--- config.mk ---
export PLATFORM = sky130hd
export DESIGN_NAME = auto_player
export DESIGN_NICKNAME = d
export VERILOG_FILES = /design/src/rtl/auto_player_pkg.sv /design/src/rtl/auto_player_phase_timer.sv /design/src/rtl/auto_player.sv
export SDC_FILE = /design/constraint.sdc
export NUM_CORES = 1
export LEC_CHECK = 0
export ABC_AREA = 1
export CAP_MARGIN = 40
export CORE_ASPECT_RATIO = 0.6
export CORE_MARGIN = 2
export CORE_UTILIZATION = 34
export DETAILED_ROUTE_END_ITERATION = 6
export PLACE_DENSITY = 0.59
export SETUP_SLACK_MARGIN = 0.15
export SLEW_MARGIN = 20
export SYNTH_ARGS = -nofsm -noshare
export SYNTH_HDL_FRONTEND = slang
export SYNTH_HIERARCHICAL = 1
export SYNTH_SLANG_ARGS = --single-unit
--- constraint.sdc ---
create_clock -name clock -period 1.5 [get_ports clock]
set_input_delay 0.225 -clock clock [delete_from_list [all_inputs] [get_ports clock]]
set_output_delay 0.225 -clock clock [all_outputs]
set_load 0.01 [all_outputs]
--- src/rtl/auto_player_pkg.sv ---
// Shared types and constants for the auto_player stimulus engine.
package auto_player_pkg;

  localparam int unsigned NUM_BUTTONS = 8;
  // One extra bit so idx can reach NUM_BUTTONS for the final all-clear check.
  localparam int unsigned IDX_W       = 4;
  localparam int unsigned COUNT_W     = 6;

  typedef enum logic [2:0] {
    StIdle,
    StScan,
    StPress,
    StRelease,
    StSettle,
    StVerify,
    StDone,
    StFail
  } ap_state_t;

  function automatic int unsigned max3(input int unsigned a, input int unsigned b,
                                       input int unsigned c);
    int unsigned m;
    m = (a > b) ? a : b;
    return (m > c) ? m : c;
  endfunction

  // Press counter increments but never wraps.
  function automatic logic [COUNT_W-1:0] sat_inc(input logic [COUNT_W-1:0] v);
    return (v == {COUNT_W{1'b1}}) ? v : v + 1'b1;
  endfunction

endpackage

--- src/rtl/auto_player_phase_timer.sv ---
// Loadable down-counter that times the PRESS, RELEASE and SETTLE phases.
module phase_timer #(
  parameter int unsigned WIDTH = 3
) (
  input  logic             clock,
  input  logic             reset,
  input  logic             load,
  input  logic [WIDTH-1:0] value,
  output logic             expired
);

  logic [WIDTH-1:0] count;

  // Load wins over decrement; the counter parks at zero.
  always_ff @(posedge clock) begin
    if (reset) begin
      count <= '0;
    end else if (load) begin
      count <= value;
    end else if (count != '0) begin
      count <= count - 1'b1;
    end
  end

  assign expired = (count == '0);

endmodule

--- src/rtl/auto_player.sv ---
// Drives the game's buttons to clear every lit bit, one shaped press at a time.
module auto_player
  import auto_player_pkg::*;
#(
  parameter int unsigned HOLD_CYCLES   = 4,
  parameter int unsigned GAP_CYCLES    = 3,
  parameter int unsigned SETTLE_CYCLES = 2,
  parameter int unsigned MAX_RETRIES   = 3
) (
  input  logic                   clock,
  input  logic                   reset,
  input  logic                   go,
  input  logic                   abort,
  input  logic [NUM_BUTTONS-1:0] lights,
  output logic [NUM_BUTTONS-1:0] presses,
  output logic                   busy,
  output logic                   done,
  output logic                   fail,
  output logic [COUNT_W-1:0]     press_count
);

  localparam int unsigned TIMER_W = $clog2(max3(HOLD_CYCLES, GAP_CYCLES, SETTLE_CYCLES) + 1);
  localparam int unsigned RETRY_W = (MAX_RETRIES > 0) ? $clog2(MAX_RETRIES + 1) : 1;

  ap_state_t          state;
  logic [IDX_W-1:0]   idx;
  logic [RETRY_W-1:0] retry;

  logic               timer_load;
  logic [TIMER_W-1:0] timer_value;
  logic               timer_expired;

  logic                   lit;
  logic                   idx_end;
  logic                   retry_max;
  logic [NUM_BUTTONS-1:0] press_mask;

  assign idx_end    = idx[IDX_W-1];
  assign lit        = lights[idx[IDX_W-2:0]];
  assign retry_max  = (retry == RETRY_W'(MAX_RETRIES));
  assign press_mask = NUM_BUTTONS'(1) << idx[IDX_W-2:0];

  phase_timer #(
    .WIDTH (TIMER_W)
  ) u_phase_timer (
    .clock   (clock),
    .reset   (reset),
    .load    (timer_load),
    .value   (timer_value),
    .expired (timer_expired)
  );

  // Load the phase timer with (length - 1) on the edge that enters a timed phase.
  always_comb begin
    timer_load  = 1'b0;
    timer_value = '0;
    case (state)
      StScan: begin
        if (!idx_end && lit) begin
          timer_load  = 1'b1;
          timer_value = TIMER_W'(HOLD_CYCLES - 1);
        end
      end
      StVerify: begin
        if (lit && !retry_max) begin
          timer_load  = 1'b1;
          timer_value = TIMER_W'(HOLD_CYCLES - 1);
        end
      end
      StPress: begin
        if (timer_expired) begin
          timer_load  = 1'b1;
          timer_value = TIMER_W'(GAP_CYCLES - 1);
        end
      end
      StRelease: begin
        if (timer_expired) begin
          timer_load  = 1'b1;
          timer_value = TIMER_W'(SETTLE_CYCLES - 1);
        end
      end
      default: ;
    endcase
  end

  // Solve sequencer with registered outputs; reset beats abort, abort beats go.
  always_ff @(posedge clock) begin
    if (reset) begin
      state       <= StIdle;
      presses     <= '0;
      busy        <= 1'b0;
      done        <= 1'b0;
      fail        <= 1'b0;
      press_count <= '0;
      idx         <= '0;
      retry       <= '0;
    end else if (abort && state != StIdle) begin
      state   <= StIdle;
      presses <= '0;
      busy    <= 1'b0;
      done    <= 1'b0;
      fail    <= 1'b0;
    end else begin
      done <= 1'b0;
      fail <= 1'b0;
      unique case (state)
        StIdle: begin
          if (go) begin
            idx         <= '0;
            retry       <= '0;
            press_count <= '0;
            busy        <= 1'b1;
            state       <= StScan;
          end
        end
        StScan: begin
          if (idx_end) begin
            // Re-check all lights: catches a game restart mid-solve.
            if (lights == '0) begin
              state <= StDone;
              done  <= 1'b1;
            end else begin
              state <= StFail;
              fail  <= 1'b1;
            end
          end else if (lit) begin
            state       <= StPress;
            presses     <= press_mask;
            press_count <= sat_inc(press_count);
          end else begin
            idx <= idx + 1'b1;
          end
        end
        StPress: begin
          if (timer_expired) begin
            state   <= StRelease;
            presses <= '0;
          end
        end
        StRelease: begin
          if (timer_expired) state <= StSettle;
        end
        StSettle: begin
          if (timer_expired) state <= StVerify;
        end
        StVerify: begin
          if (!lit) begin
            retry <= '0;
            idx   <= idx + 1'b1;
            state <= StScan;
          end else if (retry_max) begin
            state <= StFail;
            fail  <= 1'b1;
          end else begin
            retry       <= retry + 1'b1;
            press_count <= sat_inc(press_count);
            presses     <= press_mask;
            state       <= StPress;
          end
        end
        StDone, StFail: begin
          state <= StIdle;
          busy  <= 1'b0;
        end
        default: begin
          state   <= StIdle;
          presses <= '0;
          busy    <= 1'b0;
        end
      endcase
    end
  end

endmodule

==> job_summary.md, run 1 <==
## PnR job results

| Metric | Value |
|---|---|
| Status | complete, but fails checks |
| Failing checks | negative setup slack |
| FP Rows | 21 |
| Placed cell count | 434 |
| Clk pwr | 921 uW |
| Drt total wl | 5.99 mm |
| Register area | 606 um^2 |
| CP max stage delay | 0.36 ns |
| M1 wire length | 3.05 mm |
| Req. time, crit path | 1.68 ns |
| Pwr per Cell Area | 1790 nW/um^2 |
| Fin area | 3350 um^2 |
| Routability Congestion | 0.877 |
| Final setup viols | 17 |
| Worst-Skew Late Latency | 0.29 ns |
| Fin worst setup slack | -0.103 ns |
| Yosys cell count | 288 |
| Via/cell ratio | 4.58 |
| P_int | 3450 uW |
| Fin. max-slew vios | 0 |
| CP Launch Type | register |
| Residual DRC | 0 |
| Critical path cell sequence | inv_8, nand2_8, nor2_4, nand2_8, nand2_4, nor2_4, nand2_4, buf_12, clkinv_8, buf_8, o21a_1 |
| Crit. Startpoint | state[1]$_SDFFE_PP0P_ |
| Pin count of the biggest net entering global routing | 16 |
| Worst setup EP type | register |
| Sequential cell power | 1170 uW |
| MUX area fraction | 0% |
| Post-DP Area | 2700 um^2 |
| Nets@finish | 409 |
| Fraction of layout cells with a size suffix above 1 | 46.6% |
| Number of max-cap violations | 0 |
| P_comb | 3930 uW |
| CTS Hold Bufs | 0 |
| Met2 WL post-DR | 2.61 mm |
| Distinct lib cells used | 34 |
| Fp util | 35.3% |
| PortBufs | 28 |
| Vias in the first global route | 1802 |
| Post-layout period usage of the worst path | 107% |
## run 1: stage by stage
step	utilization [%]	setup TNS [ns]	hold WS (ns)
after floorplan	-	0	0.280
after global placement	48.5	-4.67	0.438
after detailed placement	48.5	-5.54	0.447
after CTS	52.5	-0.131	0.456
after global routing	60.2	-2.62	0.367
final	60.2	-1.06	0.354
## run 1: worst max-delay path: cells and delay by family (launching register included)
kind	cells	cell delay, ns
buf+inv	4	0.40
flops	1	0.36
compound gates	1	0.16
simple gates	6	0.57
## run 1: Yosys cell counts (3+ instances only)
| cell type | number |
|---|---|
| nand2_1 | 65 |
| inv_1 | 40 |
| nor2_1 | 35 |
| dfxtp_1 | 29 |
| nand3_1 | 23 |
| a21oi_1 | 17 |
| ha_1 | 10 |
| inv_2 | 7 |
| o21ai_0 | 7 |
| nand2_4 | 5 |
| o21ai_1 | 5 |
| nand4_1 | 4 |
| nor2_4 | 4 |
| o21ai_2 | 4 |
| nand2_2 | 3 |
| nand3_2 | 3 |
| nor3_1 | 3 |
## run 1: final timing paths
check / slack, ns / depth (start not counted) / end
worst max-delay path: -0.10 / 11 / presses[2]$_SDFFE_PP0P_
worst min-delay path: 0.35 / 4 / done$_SDFF_PP0_
worst max register to register: -0.10 / 11 / presses[2]$_SDFFE_PP0P_
worst min register to register: 0.45 / 2 / presses[3]$_SDFFE_PP0P_
## run 1: area by class of cell
cell class | count | share of cell area (%)
multi-input combinational | 205 | 42.9
timing repair buffer | 93 | 24.8
sequential | 29 | 18.1
inverter | 51 | 6.94
tap | 80 | 2.99
clock buffer | 6 | 2.80
clock inverter | 2 | 1.05
timing repair inverter | 2 | 0.411
## run 1: registers in the layout (all words and copies together), names as in the netlist
name / cells
state: 3
busy: 1
press_count: 6
presses: 8
fail: 1
idx: 4
done: 1
retry: 2
u_phase_timer/count: 3
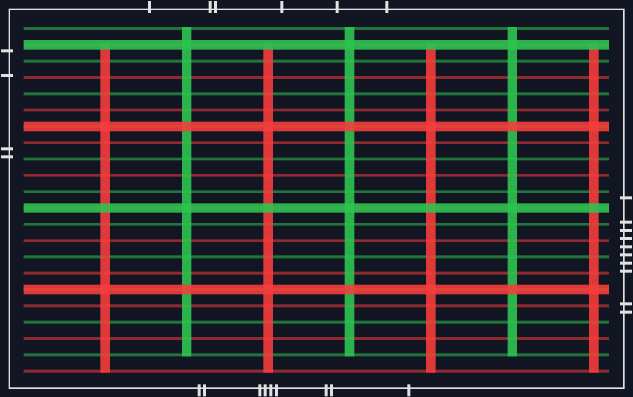
Fig. 1. Floorplan with the power grid (run 1).
Scale: 6 px per um. Pins as bars on the die edge.
color	net
green	VDD
red	VSS
signal pins	29
met1 rails	22
met4 straps	7
met5 straps	4

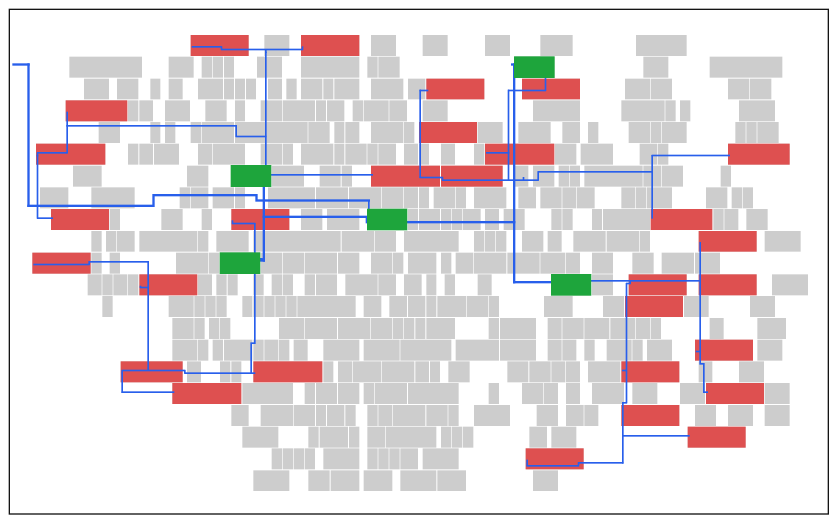
Fig. 2. Clock wires, drivers and flops (run 1).
Scale: 8 px per um.
[blue] clock wires | length: 479 um
[green] clock-net drivers | count: 5
[red] flip-flops | count: 29
routed clock nets	6

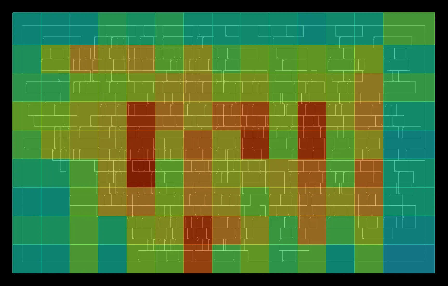
Fig. 3. Congestion heat map (run 1).
M1 GR Usage: 26.8%
Total GRT Usage: 17.1%
Post-Route Utilization: 60.2%
met2 global-route usage: 22.7%
M3 GR Usage: 4.25%

Fig. 4: run 1, routed metal, one color a layer
Scale: 8 px per um. Only two layers are drawn.
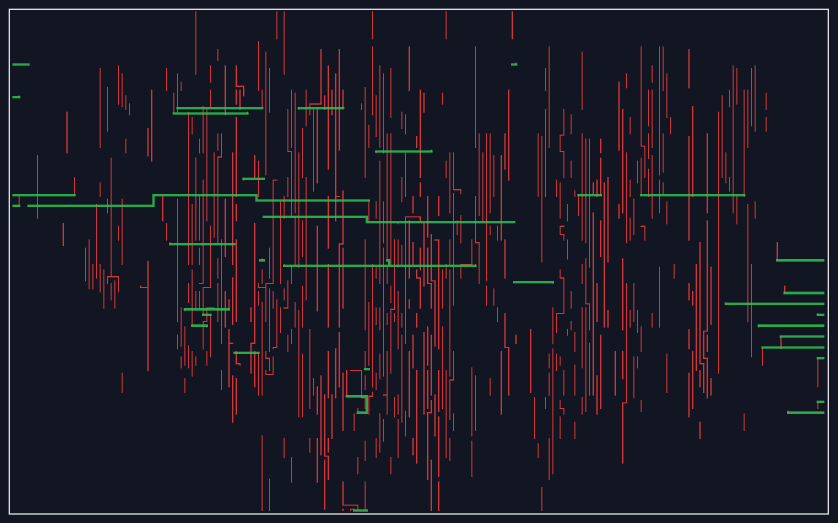

==> inputs of run 2 (changes only) <==
==> constraint.sdc (replaced) <==
create_clock -name clock -period 1.5 [get_ports clock]
set_input_delay 0.15 -clock clock [delete_from_list [all_inputs] [get_ports clock]]
set_output_delay 0.15 -clock clock [all_outputs]
set_load 0.01 [all_outputs]
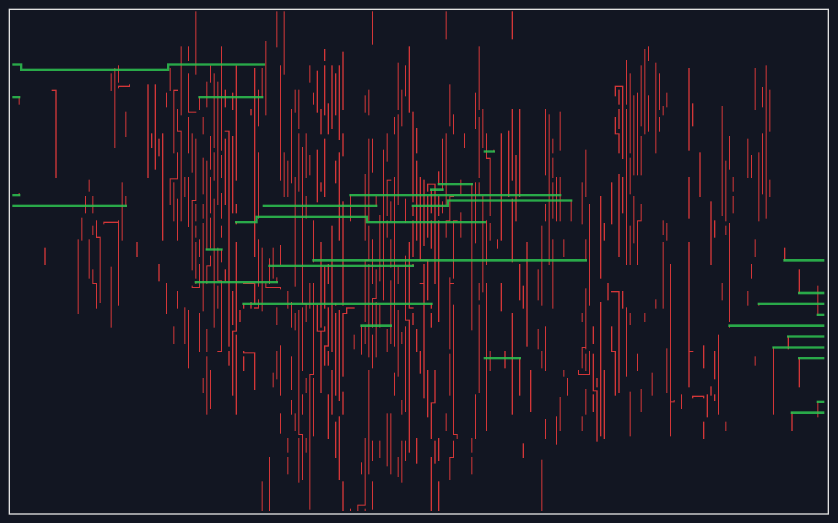
Fig. 5. Routed metal, one color a layer (run 2).
Scale: 8 px per um. Only two layers are drawn.
color	layer	wire length
red	M2	2560 um
green	M3	298 um

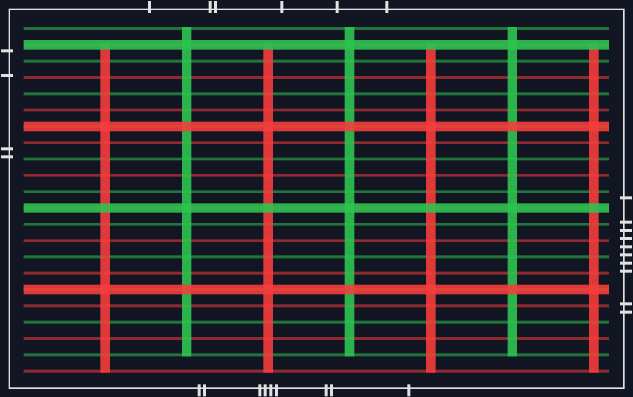
Fig. 6. Floorplan with the power grid (run 2).
Scale: 6 px per um. Pins as bars on the die edge.
color	net
red	VSS
green	VDD
met5 straps	4
met4 straps	7
signal pins	29
met1 rails	22

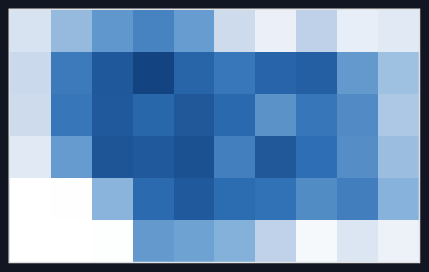
Fig. 7. Placement density heat map (run 2).
Scale: 4 px per um. The die is cut into 10 by 6 equal tiles; white is low, dark blue is high, 0 to 100% covered.
mean over tiles	51%
densest ninth of the die	middle
tiles over 75% full	27%
nearly empty tiles	8.3%

==> job_summary.md, run 2 <==
## PnR job results

| Metric | Value |
|---|---|
| Met2 global-route usage | 25.3% (+2.6 points) |
| Drt total wl | 5.82 mm (-2.9%) |
| Fp util | 35.3% (unchanged) |
| CP max stage delay | 0.36 ns (about the same) |
| Distinct lib cells used | 34 (unchanged) |
| Failing checks | negative setup slack |
| M1 GR Usage | 26.5% (-0.37 points) |
| Largest registers | presses x8, press_count x6, idx x4 |
| Req. time, crit path | 1.72 ns (+0.04 ns) |
| Status | complete, but fails checks |
| Critical path cell sequence | buf_6, nor3_4, buf_6, o21ai_2, nor2_4, nand2_8, nand2_8, nand2_1, o21ai_1, nand2_1, a21oi_2 |
| Hold Worst Slack | 0.456 ns (+0.102 ns) |
| PortBufs | 28 (unchanged) |
| #MultiIn Comb | 205 (unchanged) |
| Via/cell ratio | 4.59 (+0.14%) |
| Fin. max-slew vios | 0 (unchanged) |
| M1 wire length | 2.92 mm (-4.4%) |
| Fin worst setup slack | -0.0973 ns (+0.00523 ns) |
| Register area | 608 um^2 (+0.41%) |
| WP buf/inv | 2 (-2) |
| Final setup viols | 14 (-3) |
-- run 2: cell count changes in the layout (fill, tap and decap cells not counted), sizes merged --
cell	before	now
clkinv	2	3
inv	50	49
clkdlybuf4s50	6	17
dlygate4sd2	15	4
bufinv	1	0
buf	65	67
clkbuf	6	5
-- run 2: final timing paths --
kind	slack [ns]	to	cells after the start
min reg2reg	0.46	presses[2]$_SDFFE_PP0P_	1
min	0.46	presses[2]$_SDFFE_PP0P_	1
max	-0.1	u_phase_timer/count[0]$_SDFFE_PP0P_	11
max reg2reg	-0.1	u_phase_timer/count[0]$_SDFFE_PP0P_	11
-- run 2: kinds of logic (layout without fill, tap and decap cells) --
| logic type | count (synthesis) | in the layout | share of synthesized area, % |
|---|---|---|---|
| AND-OR/OR-AND | 40 | 40 | 12.1 |
| XOR/XNOR | 4 | 4 | 1.78 |
| adder cells (fa/ha/maj) | 10 | 10 | 6.36 |
| buffers and inverters | 54 | 154 | 11.8 |
| flip-flops | 29 | 29 | 29.5 |
| other | 1 | 1 | 0.191 |
| AND/OR/NAND/NOR | 150 | 150 | 38.3 |
-- run 2: through the flow --
step / setup TNS, ns / utilization [%] / total power, uW / cell area (um^2) / instances
finish: -0.891 / 60.2 / 5690 / 3360 / 468
global route: -2.86 / 60.2 / 6100 / 3360 / 468
CTS: -0.0758 / 53.2 / 4860 / 2960 / 452
detailed placement: -3.91 / 48.2 / 3910 / 2690 / 432
global placement: -2.66 / 48.2 / 3860 / 2690 / 432
floorplan: 0 / - / 3060 / 2050 / 288
-- run 2: power breakdown --
group / internal [uW] / total, uW / switching (uW)
sequential: 983 / 1160 / 181
combinational: 1840 / 3880 / 2030
clock: 320 / 646 / 326
total: 3150 / 5690 / 2540
Fig. 8: run 2, congestion heat map
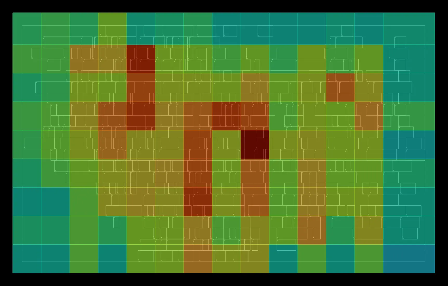

==> inputs of run 3 (changes only) <==
SETUP_SLACK_MARGIN = 0.5   (was 0.15)
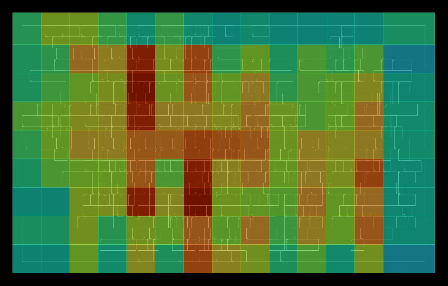
Fig. 9. Congestion heat map (run 3).
DR WL/cell: 12.4 um
Total GRT Usage: 17.6%
met2 global-route usage: 24.6%
M1 GR Usage: 26.3%
M3 GR Usage: 5.03%

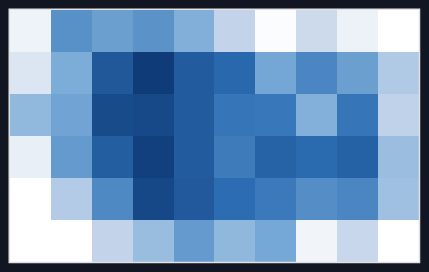
Fig. 10. Placement density heat map (run 3).
Scale: 4 px per um. The die is cut into 10 by 6 equal tiles; white is low, dark blue is high, 0 to 100% covered.
tiles over 75% full	27%
mean over tiles	51%
nearly empty tiles	10%

==> job_summary.md, run 3 <==
## PnR job results

| Metric | Value |
|---|---|
| Status | complete, but fails checks |
| Failing checks | negative setup slack |
| Leading area contributor after synthesis | dfxtp_1 |
| Stage-log warning count | 34 |
| Placed cell count | 431 (-0.23%) |
| Post-DP Area | 2680 um^2 (about the same) |
| PortBufs | 28 (unchanged) |
| Via/cell ratio | 4.63 (+0.83%) |
| Fin area | 3360 um^2 (about the same) |
| Finished Layout Cells | 470 (+0.43%) |
| Main logic family after synthesis | simple AND/OR/NAND/NOR gates |
| Sum Neg Setup Slack | -0.569 ns (+0.321 ns) |
| Fp util | 35.3% (unchanged) |
| M1 wire length | 2.82 mm (-3.6%) |
| Tmin final | 1.58 ns |
| Fin. max-slew vios | 0 (unchanged) |
| Adder Area Share | 6.36% (unchanged) |
| Simple Share, Synth | 38.3% (unchanged) |
| Nets@finish | 411 |
| Distinct lib cells used | 34 (unchanged) |
| Fin worst setup slack | -0.0812 ns (+0.0160 ns) |
| Largest registers | presses x8, press_count x6, idx x4 |
| MUX area fraction | 0% (unchanged) |
| Post-Route Utilization | 60.3% (about the same) |
| Total Power | 5890 uW (+3.6%) |
| Drt total wl | 5.81 mm (-0.12%) |
| Final setup viols | 17 (+3) |
| Hold Worst Slack | 0.444 ns (-0.0114 ns) |
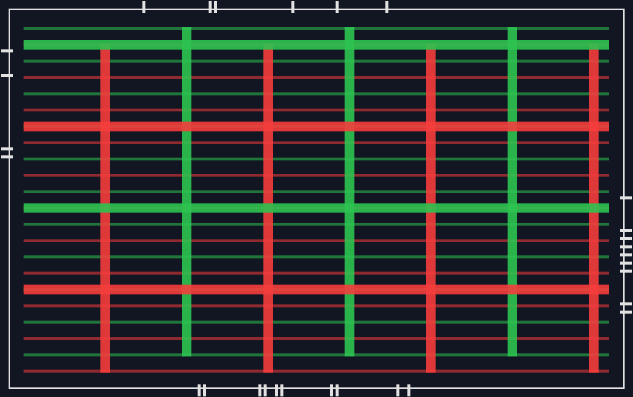
Fig. 11. Floorplan with the power grid (run 3).
Scale: 6 px per um. Pins as bars on the die edge.
color	net
green	VDD
red	VSS
met4 straps	7
met5 straps	4
rows	21
met1 rails	22

run 3: final cells by class:
type,instances,area [um^2]
Multi-Input combinational cell,205,1470
Clock inverter,3,17.5
Clock buffer,5,68.8
Timing Repair inverter,1,8.76
Timing Repair Buffer,96,843
Inverter,51,234
Sequential cell,29,621
Fill cell,497,2210
Tap cell,80,100
run 3: power breakdown:
part	internal, uW	switching [uW]
clock network	320	331
logic	1960	2100
registers	1000	182
run 3: critical path: stages, from the launching register on:
cell and delay [ns]:
dfxtp_4 0.39, inv_4 0.08, nand2_4 0.05, nor2_4 0.13
nand2_2 0.07, nand2_2 0.07, nand2_2 0.06, nor3_4 0.20
nand2_4 0.14, inv_8 0.12, nand2_2 0.05, nand2_1 0.07
nor2_1 0.04
run 3: final timing paths:
kind / start / end / slack (ns) / depth (start not counted)
setup / recovery: state[0]$_SDFFE_PP0P_ / press_count[3]$_SDFFE_PP0P_ / -0.08 / 12
hold / removal: presses[2]$_SDFFE_PP0P_ / presses[2]$_SDFFE_PP0P_ / 0.44 / 1
setup reg to reg: state[0]$_SDFFE_PP0P_ / press_count[3]$_SDFFE_PP0P_ / -0.08 / 12
hold reg to reg: presses[2]$_SDFFE_PP0P_ / presses[2]$_SDFFE_PP0P_ / 0.44 / 1
run 3: per-layer routing:
| layer | GRT usage (%) | vias up |
|---|---|---|
| met5 | 0 | - |
| met4 | 4.00 | 0 |
| met3 | 5.03 | 10 |
| met2 | 24.6 | 50 |
| met1 | 26.3 | 1004 |
| li1 | - | 1111 |
run 3: what timing repair did:
item | CTS | global route
pin swaps | 21 | 34
hold buffers | 0 | 0
setup buffers | 15 | 15
setup endpoints to repair | 46 | 43
gates resized | 110 | 75
gates cloned | 1 | 0
Power and IR drop assume default switching activity.
